$ cat src/rtl/div_reconstruct_seq.sv
// Reconstructs a dividend from a quotient/remainder pair: P = Q*B + R.
// The multiply is a shift-add loop retiring one divisor bit per cycle, so a
// job always takes BW CALC cycles. The unit then compares P against the
// expected dividend and checks that the remainder is in range (R < B).
// Operands enter and results leave through valid/ready handshakes.
module div_reconstruct_seq #(
  parameter int unsigned QW = 16,
  parameter int unsigned BW = 8,
  parameter int unsigned RW = 16
) (
  input  logic            clk,
  input  logic            rst_n,
  input  logic            in_valid,
  output logic            in_ready,
  input  logic [QW-1:0]   q,
  input  logic [BW-1:0]   b,
  input  logic [RW-1:0]   r,
  input  logic [QW-1:0]   a,
  output logic            out_valid,
  input  logic            out_ready,
  output logic [QW+BW:0]  product,
  output logic            match,
  output logic            rem_ok,
  output logic            ok
);

  // Product width. Wide enough that (2^QW-1)(2^BW-1) + 2^RW-1 cannot wrap.
  localparam int unsigned PW = QW + BW + 1;
  // Iteration counter width; at least one bit, even when BW == 1.
  localparam int unsigned CW = (BW > 1) ? $clog2(BW) : 1;
  localparam logic [CW-1:0] CntLast = CW'(BW - 1);

  typedef enum logic [1:0] {
    StIdle,
    StCalc,
    StDone
  } state_e;

  state_e state_q, state_d;

  logic [PW-1:0] acc_q;        // running partial sum, seeded with R
  logic [PW-1:0] mcand_q;      // Q, shifted left one place per cycle
  logic [BW-1:0] mult_q;       // B, shifted right one place per cycle
  logic [CW-1:0] cnt_q;
  logic [QW-1:0] a_q;          // expected dividend, held for the final compare
  logic          rem_chk_q;    // remainder check, evaluated when the job is accepted

  logic [PW-1:0] product_q;
  logic          match_q;
  logic          rem_ok_q;
  logic          ok_q;

  logic [PW-1:0] acc_sum;
  logic          calc_last;
  logic          rem_chk_in;

  // Partial sum for the current cycle: add Q (already shifted) when this B bit is set.
  always_comb begin
    acc_sum    = acc_q + (mult_q[0] ? mcand_q : '0);
    calc_last  = (cnt_q == CntLast);
    rem_chk_in = (b != '0) && (PW'(r) < PW'(b));
  end

  // State register.
  always_ff @(posedge clk or negedge rst_n) begin
    if (!rst_n) begin
      state_q <= StIdle;
    end else begin
      state_q <= state_d;
    end
  end

  // Next-state logic and the handshake outputs, which are decoded directly from the state.
  always_comb begin
    state_d   = state_q;
    in_ready  = 1'b0;
    out_valid = 1'b0;
    unique case (state_q)
      StIdle: begin
        in_ready = 1'b1;
        if (in_valid) begin
          state_d = StCalc;
        end
      end
      StCalc: begin
        if (calc_last) begin
          state_d = StDone;
        end
      end
      StDone: begin
        out_valid = 1'b1;
        if (out_ready) begin
          state_d = StIdle;
        end
      end
      default: state_d = StIdle;
    endcase
  end

  // Shift-add datapath. Operands are captured on acceptance, and the results are
  // registered on the last CALC edge. Everything is held while the unit is in DONE.
  always_ff @(posedge clk or negedge rst_n) begin
    if (!rst_n) begin
      acc_q     <= '0;
      mcand_q   <= '0;
      mult_q    <= '0;
      cnt_q     <= '0;
      a_q       <= '0;
      rem_chk_q <= 1'b0;
      product_q <= '0;
      match_q   <= 1'b0;
      rem_ok_q  <= 1'b0;
      ok_q      <= 1'b0;
    end else begin
      unique case (state_q)
        StIdle: begin
          if (in_valid) begin
            acc_q     <= PW'(r);
            mcand_q   <= PW'(q);
            mult_q    <= b;
            a_q       <= a;
            rem_chk_q <= rem_chk_in;
            cnt_q     <= '0;
          end
        end
        StCalc: begin
          acc_q   <= acc_sum;
          mcand_q <= mcand_q << 1;
          mult_q  <= mult_q >> 1;
          cnt_q   <= cnt_q + CW'(1);
          if (calc_last) begin
            product_q <= acc_sum;
            match_q   <= (acc_sum == PW'(a_q));
            rem_ok_q  <= rem_chk_q;
            ok_q      <= (acc_sum == PW'(a_q)) && rem_chk_q;
          end
        end
        default: ;
      endcase
    end
  end

  assign product = product_q;
  assign match   = match_q;
  assign rem_ok  = rem_ok_q;
  assign ok      = ok_q;

endmodule

$ cat config.mk
export PLATFORM = sky130hd
export DESIGN_NAME = div_reconstruct_seq
export DESIGN_NICKNAME = d
export VERILOG_FILES = /design/src/rtl/div_reconstruct_seq.sv
export SDC_FILE = /design/constraint.sdc
export NUM_CORES = 1
export LEC_CHECK = 0
export CAP_MARGIN = 20
export CORE_MARGIN = 4
export CORE_UTILIZATION = 25
export DETAILED_ROUTE_END_ITERATION = 10
export PLACE_DENSITY = 0.46
export SKIP_LAST_GASP = 1
export SYNTH_ARGS = -nofsm -noshare
export SYNTH_HDL_FRONTEND = slang
export SYNTH_SLANG_ARGS = --single-unit
$ cat constraint.sdc
create_clock -name clk -period 3.3 [get_ports clk]
set_input_delay 0.33 -clock clk [delete_from_list [all_inputs] [get_ports clk]]
set_output_delay 0.33 -clock clk [all_outputs]
set_load 0.01 [all_outputs]
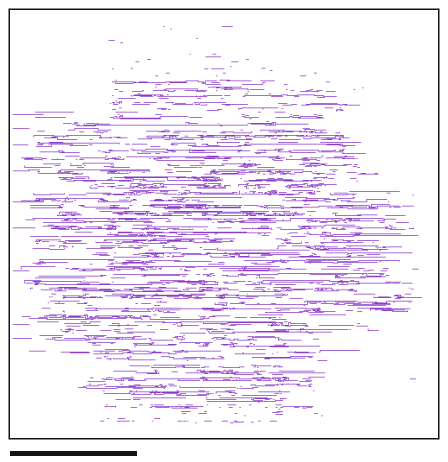
(images/m1.png)
Scale bar: 50 um.
nets with wire on the layer: 845
wire length on this layer: 10100 um

==> out/results.ini <==
[cells_and_area]
lay_top_count = nand2_1
final_nets = 940
drive_above_1_share_pct = 14.4
buffers = 135
finalNonFillerCells = 1180
nClkBuffers = 11
n_all_inverters = 15
finalInstanceArea_mm2 = 0.00856
final_cell_mix = 173 x nand2_1, 107 x dfrtp_1, 88 x clkdlybuf4s50_1, 74 x o21ai_0, 44 x nor2_1
sh_comb_area_pct = 44.4
clockNetworkAreaShare_pct = 3.32
diodes = 0
seq_share_pct = 31.6
ff_latch_area_mm2 = 0.00270
area_delta_synth_final_pct = 32.9
flops = 108
logic_area_mm2 = 0.00380

[critical_path]
crit_family = simple AND/OR/NAND/NOR gates
timing.rr.end = ok$_DFFE_PN0P_
required_ns = 3.59
r2r_slack_ns = 0.12
crit_start = mult_q[0]$_DFFE_PN0P_
crit_path_top_delay_cell = dfrtp_2
crit_arrival_ns = 3.47
r2r-start = mult_q[0]$_DFFE_PN0P_
endpoint_kind = flip-flop
crit_path_start_kind = flip-flop

[grt]
use_met3_pct = 2.71
grt_pass1_wl_um = 32400
gr-usage-met1_pct = 20.6
track_usage_pct = 14.5
grt_overflow = 0
grt.busiest_layer = met2
grt_max_degree = 65

[synth]
top_area_share_pct = 41.9
syn_avg_cell_area_um2 = 8.65
ys_area_mm2 = 0.00644
synth_cell_type_count = 72
netlist_area_mm2 = 0.00644
simple_gate_share_pct = 22.1
topCombFamilyByArea = simple AND/OR/NAND/NOR gates
synth-compound-area-share_pct = 19.0
synthCells = 745
yosysWarningCount = 0
yosysTopAreaCell = dfrtp_1
fp_nets = 839
top_cell = nand2_1
xor_share_pct = 5.96
ys_async_sr_fraction_pct = 100
ys.flops = 108
synth.area.mux_share_pct = 0.350
top_cells_by_count = 176 x nand2_1, 108 x dfrtp_1, 75 x o21ai_0, 44 x nor2_1, 33 x ha_1
top_cells_by_area = dfrtp_1 42%, nand2_1 10%, ha_1 6.4%

[power]
p_comb_mw = 7.48
p_clk_mw = 1.09
clockPowerShare_pct = 9.9
seq-power_mw = 2.46
p_leak_nw = 3.66
p_sw_mw = 5.09
switching_share_pct = 46.1
sequentialPowerShare_pct = 22.3
cellPowerDensity_mw_per_mm2 = 1290

[timing]
slew_viol_final = 0
finalClockPeriodUsage_pct = 96.5
period_minus_slack_ns = 3.18
fin_hold_ws_ns = 0.0458
max_freq_ghz = 0.314
finalSetupViolCount = 0
slew-limit-headroom_pct = 36.7

[clocking]
cts_buffers = 9
post_cts_buffers = 0
cts_root_buf = clkbuf_16
cts.path.max_buffers = 2
cts.sinks = 108
clkTransAtPathRegs_ns = 0.08
tritoncts = built
cts_max_level = 3

[placed_design]
place_ws_ns = 0.0568
dpl.hpwl_um = 15300
place_congestion = 0.859

[routing]
drc = 0
drt_iter0_markers = 378
top_layer = met4
wl_met2_um = 9550
drtAntennaViolNets = 0
wl_per_cell_um = 17.6
drt_pass1_iterations = 5

[floorplan]
die_y_um = 169
rows = 58
taps = 330
initCoreUtil_pct = 25.5
core_region_area_mm2 = 0.0253
die_w_um = 169

[hold_path]
hp-class = in2async

[outcome]
status = finished, final reports clean

[run]
warnings = 26

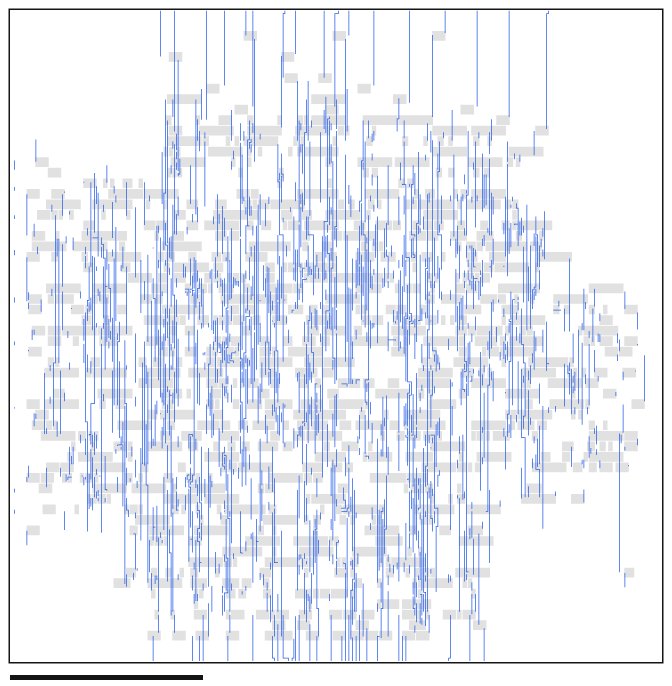
(images/m2.png)
Scale bar: 50 um. Cells faint in the background.
main direction: vertical
longest straight run: 62.2 um
nets with wire on the layer: 771
share of all routed wire: 46%
Post-Route WL: 20800 um
met2 Use GR: 22.9%

